==> src/rtl/key_pulse_gen.sv <==
// Purpose  : debounces raw push buttons into one-cycle press pulses plus a clean held level.
// Latency  : key_press/key_level rise DEBOUNCE_CYCLES+2 edges after the first edge sampling key_raw=1.
// Backpress: none; the consumer samples key_press every clk, no handshake.
//
// Ports:
//   clk        system clock
//   rst_n      asynchronous active-low reset (flops, FSMs, counters, outputs)
//   key_raw    raw active-high buttons, asynchronous to clk (bit0 BTNU, bit1 BTND, bit2 BTNC)
//   key_press  registered one-cycle pulse per accepted press
//   key_level  registered debounced level, 1 = held
//
// Optional feature macro: KEY_AUTOREPEAT_EN
//   defined   -> a held key repeats its pulse after REPEAT_DELAY, then every REPEAT_PERIOD cycles
//   undefined -> exactly one pulse per press, repeat logic absent
module key_pulse_gen #(
  parameter int N_KEYS          = 3,
  parameter int DEBOUNCE_CYCLES = 1000000,
  parameter int REPEAT_DELAY    = 50000000,
  parameter int REPEAT_PERIOD   = 10000000
) (
  input  logic              clk,
  input  logic              rst_n,
  input  logic [N_KEYS-1:0] key_raw,
  output logic [N_KEYS-1:0] key_press,
  output logic [N_KEYS-1:0] key_level
);

  localparam int              CNT_W    = $clog2(DEBOUNCE_CYCLES);
  localparam logic [CNT_W-1:0] CNT_LAST = CNT_W'(DEBOUNCE_CYCLES - 1);

  typedef enum logic [1:0] {
    IDLE   = 2'd0,
    DEB_DN = 2'd1,
    HELD   = 2'd2,
    DEB_UP = 2'd3
  } state_t;

  // Two-flop synchroniser for every key; r_sync2 is the only value the FSMs look at.
  logic [N_KEYS-1:0] r_sync1;
  logic [N_KEYS-1:0] r_sync2;

  always_ff @(posedge clk or negedge rst_n) begin
    if (!rst_n) begin
      r_sync1 <= '0;
      r_sync2 <= '0;
    end else begin
      r_sync1 <= key_raw;
      r_sync2 <= r_sync1;
    end
  end

`ifndef KEY_AUTOREPEAT_EN
  // Repeat parameters have no effect in the single-pulse build.
  logic w_unused_rpt;
  assign w_unused_rpt = ^{REPEAT_DELAY, REPEAT_PERIOD};
`endif

  for (genvar i = 0; i < N_KEYS; i++) begin : g_key
    state_t           r_state;
    logic [CNT_W-1:0] r_cnt;
    logic             r_press;
    logic             r_level;
    logic             w_sync;

    assign w_sync       = r_sync2[i];
    assign key_press[i] = r_press;
    assign key_level[i] = r_level;

`ifdef KEY_AUTOREPEAT_EN
    localparam int RPT_MAX = (REPEAT_DELAY > REPEAT_PERIOD) ? REPEAT_DELAY : REPEAT_PERIOD;
    localparam int RPT_W   = (RPT_MAX > 1) ? $clog2(RPT_MAX) : 1;

    logic [RPT_W-1:0] r_rpt_cnt;
    logic             r_rpt_first_done;  // first repeat already issued -> use REPEAT_PERIOD
    logic [RPT_W-1:0] w_rpt_last;

    assign w_rpt_last = r_rpt_first_done ? RPT_W'(REPEAT_PERIOD - 1)
                                         : RPT_W'(REPEAT_DELAY - 1);
`endif

    always_ff @(posedge clk or negedge rst_n) begin
      if (!rst_n) begin
        r_state <= IDLE;
        r_cnt   <= '0;
        r_press <= 1'b0;
        r_level <= 1'b0;
`ifdef KEY_AUTOREPEAT_EN
        r_rpt_cnt        <= '0;
        r_rpt_first_done <= 1'b0;
`endif
      end else begin
        r_press <= 1'b0;
        case (r_state)
          IDLE: begin
            if (w_sync) begin
              r_state <= DEB_DN;
              r_cnt   <= '0;
            end
          end

          DEB_DN: begin
            if (!w_sync) begin
              r_state <= IDLE;  // bounce: silently abandon
            end else if (r_cnt == CNT_LAST) begin
              // cnt holds at its last value through the state change, never wraps
              r_state <= HELD;
              r_press <= 1'b1;
              r_level <= 1'b1;
`ifdef KEY_AUTOREPEAT_EN
              r_rpt_cnt        <= '0;
              r_rpt_first_done <= 1'b0;
`endif
            end else begin
              r_cnt <= r_cnt + 1'b1;
            end
          end

          HELD: begin
            if (!w_sync) begin
              r_state <= DEB_UP;
              r_cnt   <= '0;
`ifdef KEY_AUTOREPEAT_EN
              r_rpt_cnt        <= '0;
              r_rpt_first_done <= 1'b0;
            end else if (r_rpt_cnt == w_rpt_last) begin
              r_press          <= 1'b1;
              r_rpt_cnt        <= '0;
              r_rpt_first_done <= 1'b1;
            end else begin
              r_rpt_cnt <= r_rpt_cnt + 1'b1;
`endif
            end
          end

          DEB_UP: begin
            if (w_sync) begin
              // release bounce: back to held without a pulse; repeat delay starts over
              r_state <= HELD;
`ifdef KEY_AUTOREPEAT_EN
              r_rpt_cnt        <= '0;
              r_rpt_first_done <= 1'b0;
`endif
            end else if (r_cnt == CNT_LAST) begin
              r_state <= IDLE;
              r_level <= 1'b0;  // release never pulses
            end else begin
              r_cnt <= r_cnt + 1'b1;
            end
          end

          default: r_state <= IDLE;
        endcase
      end
    end
  end

endmodule

==> config.mk <==
export PLATFORM = sky130hd
export DESIGN_NAME = key_pulse_gen
export DESIGN_NICKNAME = d
export VERILOG_FILES = /design/src/rtl/key_pulse_gen.sv
export SDC_FILE = /design/constraint.sdc
export NUM_CORES = 1
export LEC_CHECK = 0
export ABC_AREA = 1
export ABC_CLOCK_PERIOD_IN_PS = 3900
export CAP_MARGIN = 5
export CORE_UTILIZATION = 67
export CTS_CLUSTER_DIAMETER = 40
export DETAILED_ROUTE_END_ITERATION = 16
export GPL_ROUTABILITY_DRIVEN = 0
export GPL_TIMING_DRIVEN = 1
export PLACE_DENSITY_LB_ADDON = 0.25
export SLEW_MARGIN = 20
export SYNTH_ARGS = -nofsm -noshare
export SYNTH_HDL_FRONTEND = slang
export SYNTH_SLANG_ARGS = --single-unit
==> constraint.sdc <==
create_clock -name clk -period 3.9 [get_ports clk]
set_clock_uncertainty 0.15 [all_clocks]
set_input_delay 1.17 -clock clk [delete_from_list [all_inputs] [get_ports clk]]
set_output_delay 1.17 -clock clk [all_outputs]
set_load 0.01 [all_outputs]
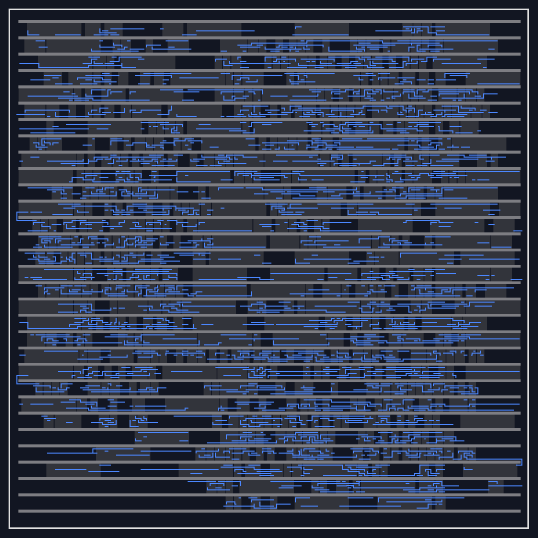
(the metal 1 layer)
Drawn at 6 px/micron. Supply wires on this layer in grey. Cells faint in the background.
nets with wire on the layer: 639
wire length on this layer: 4380 microns
longest straight run: 18.4 microns
main direction: horizontal
share of all routed wire: 43%
drt total wl: 10300 microns
met1 usage in global routing: 36.0%

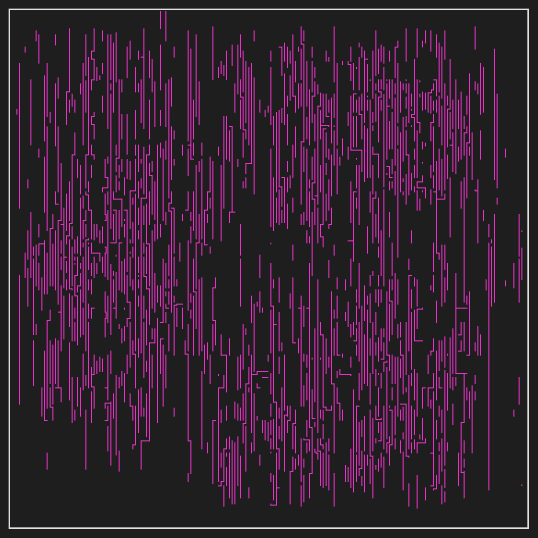
(M2 wires)
Drawn at 6 px/micron.
share of all routed wire: 50%
nets with wire on the layer: 553
wire length on this layer: 5100 microns
main direction: vertical
longest straight run: 41.1 microns
GR Layer Usage met2: 49.9%
vias after detailed routing: 4413

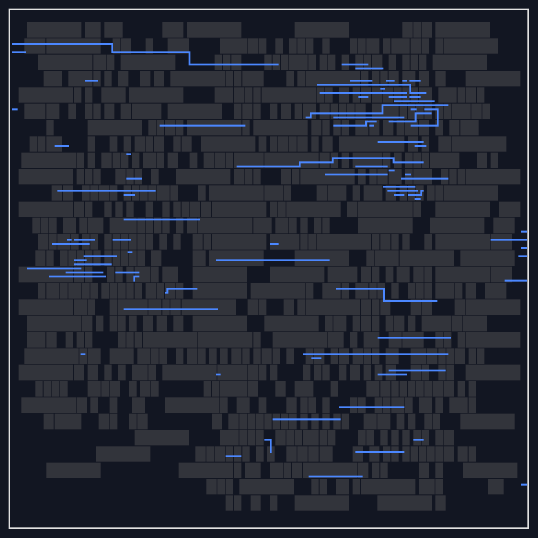
(metal 3)
Drawn at 6 px/micron. Cells faint in the background.
wire length on this layer: 528 microns
longest straight run: 23.9 microns
nets with wire on the layer: 55
main direction: horizontal
share of all routed wire: 5.1%

==> results_dict.tcl <==
# place-and-route summary
set metrics [dict create \
    initialDrtViolationCount 358 \
    status "completed" \
    seq_power_share_pct 56.2 \
    number_of_nets_with_antenna_violations_after_detailed_routing 0 \
    synthXorXnorAreaFrac_pct 3.31 \
    crit_family "buffers and inverters" \
    grt_antenna_before_repair 0 \
    adder_share_pct 0.789 \
    synth_nets 684 \
    clkSlewWorstSetupHoldPaths_ps 70 \
    cp-startpoint "g_key[0].r_level" \
    final_period_demand_of_the_worst_path_ps 2560 \
    remaining_drc_errors 0 \
    setup-tns-final_ps 0 \
    cts-root-to-sink-buffers 2 \
    powerClk_uw 585 \
    cts.htree.levels 3 \
    ir_drop_uv 195 \
    post-cts-setup-buffers 0 \
    multiplexer_share_of_the_synthesized_area_pct 0 \
    row_count 30 \
    critical_path_peak_fanout 2 \
    setup_viol 0 \
    yosys-stat-area_sq_um 4760 \
    crit_required_ps 2580 \
    part_of_the_yosys_area_used_for_sequential_elements_pct 41.0 \
    post_synth_and_or_nand_nor_area_fraction_pct 39.1 \
    cts_tree "yes" \
    warning_count 26 \
    post_synthesis_instance_area_sq_um 4760 \
    yosys_warnings 0 \
    swShare_pct 24.2 \
    drive_above_1_share_pct 5.29 \
    pwr_density_cell_nw_per_um2 303 \
    top_area_cell "sky130_fd_sc_hd__dfrtp_1" \
    r2r_end "g_key[1].r_cnt[18]" \
    synth_compound_gate_area_share_pct 6.95 \
    hold_depth 0 \
    drv_cap 0 \
    hpwl_microns 7110 \
    worstMarginPinSlew_ps 936 \
    synth.comb.largest_family "simple AND/OR/NAND/NOR gates" \
    top_signal_layer_used "met4" \
    die_h_microns 86.3 \
    worst-path-buf-inv 1 \
    r2r.worst_path.cells 10 \
    hold_path.class "reg -> reg" \
    route.layer.met1.wl_microns 4380 \
    clock_insertion_delay_worst_skew_ps 350 \
    worst_setup_start_kind "flip-flop" \
    regToRegSetupSlack_ps 1840 \
    cts.sink_count 78 \
    design.core.area_sq_um 6830 \
    report.final.hold_viol_count 0 \
    route.met3.wl_microns 528 \
    p_seq_uw 853 \
    vias_in_the_first_global_route 4016 \
    comb_power_share_pct 5.2 \
    pin_count_of_the_biggest_net_entering_global_routing 79 \
    grt_util_all_layers_pct 29.3 \
    vias_per_cell 5.68 \
    pg_comb_uw 79.5 \
    worst-setup-path-type "reg -> out" \
    period_used_pct 65.6 \
    diodes 0 \
    floorplan.die.width_microns 86.3 \
]
worst max path at each step:
| stage | endpoint | slack, ps | cells after the start |
|---|---|---|---|
| final | key_level[0] | 1340 | 1 |
| after global routing | key_level[0] | 1280 | 1 |
| after detailed placement | key_level[0] | 1710 | 1 |
| after floorplan | key_level[2] | 2090 | 1 |
| after global placement | key_level[2] | 1720 | 1 |
| after CTS | key_level[0] | 1330 | 1 |
cells in the final DEF (no fill, tap or decap), types with 2 or more instances in the layout:
cell,n
sky130_fd_sc_hd__clkinvlp_4,2
sky130_fd_sc_hd__nand3_1,62
sky130_fd_sc_hd__xnor2_1,7
sky130_fd_sc_hd__nor3_1,15
sky130_fd_sc_hd__dfrtp_1,78
sky130_fd_sc_hd__or2_2,8
sky130_fd_sc_hd__nand3b_1,2
sky130_fd_sc_hd__inv_2,2
sky130_fd_sc_hd__nor2_2,2
sky130_fd_sc_hd__clkbuf_8,9
sky130_fd_sc_hd__clkdlybuf4s50_1,9
sky130_fd_sc_hd__and2_1,3
sky130_fd_sc_hd__nand2_1,216
sky130_fd_sc_hd__nor2_4,3
sky130_fd_sc_hd__a21oi_1,3
sky130_fd_sc_hd__o211ai_1,2
sky130_fd_sc_hd__o21bai_1,4
sky130_fd_sc_hd__o21ai_0,37
sky130_fd_sc_hd__nand4_2,2
sky130_fd_sc_hd__inv_1,67
sky130_fd_sc_hd__nand2_4,2
sky130_fd_sc_hd__xor2_1,11
sky130_fd_sc_hd__nor2_1,82
sky130_fd_sc_hd__nand4_1,24
sky130_fd_sc_hd__clkbuf_1,4
sky130_fd_sc_hd__o21ai_1,14
sky130_fd_sc_hd__nand3_2,2
sky130_fd_sc_hd__ha_1,3
synth_stat cells, drive strengths merged:
master,n
nand4,26
clkbuf,4
nand3b,2
dfrtp,78
a21boi,1
o21ai,51
a21oi,3
buf,17
o211ai,2
nor2,87
o21bai,4
nor3,15
and2,3
xor2,11
ha,3
nand3,64
inv,70
a21o,1
xnor2,7
nand2,219
or2,8
cell type report:
class / count / area [sq um]
Clock buffer: 13 / 139
Clock inverter: 3 / 45.0
Fill cell: 554 / 1830
Inverter: 70 / 268
Multi-Input combinational cell: 507 / 2380
Sequential cell: 78 / 1950
Tap cell: 96 / 120
Timing Repair Buffer: 10 / 97.6
through the flow:
| step | hold slack (ps) | setup WS (ps) | total power, mW | instances | cell area, sq um |
|---|---|---|---|---|---|
| 2_1_floorplan | 181 | 2090 | 0.921 | 676 | 4760 |
| 3_3_place_gp | 184 | 1720 | 0.944 | 761 | 4820 |
| 3_5_place_dp | 193 | 1710 | 0.949 | 761 | 4820 |
| 4_1_cts | 210 | 1330 | 1.53 | 777 | 5000 |
| 5_1_grt | 214 | 1280 | 1.58 | 777 | 5000 |
| 6_report | 207 | 1340 | 1.52 | 777 | 5000 |
routing by layer:
metal  global-route usage [%]  up-vias
met1                     36.0     2083
met3                     7.62       32
met4                     10.5        0
li1                         -     2160
met5                        0        -
met2                     49.9      138
flip-flops by register name, indices dropped and copies added (netlist names), named ones only:
register       flops
g_key.r_cnt       60
g_key.r_level      3
g_key.r_press      3
g_key.r_state      3
r_sync1            3
r_sync2            3
No activity file was given, so power comes from the tool's default toggle rates.
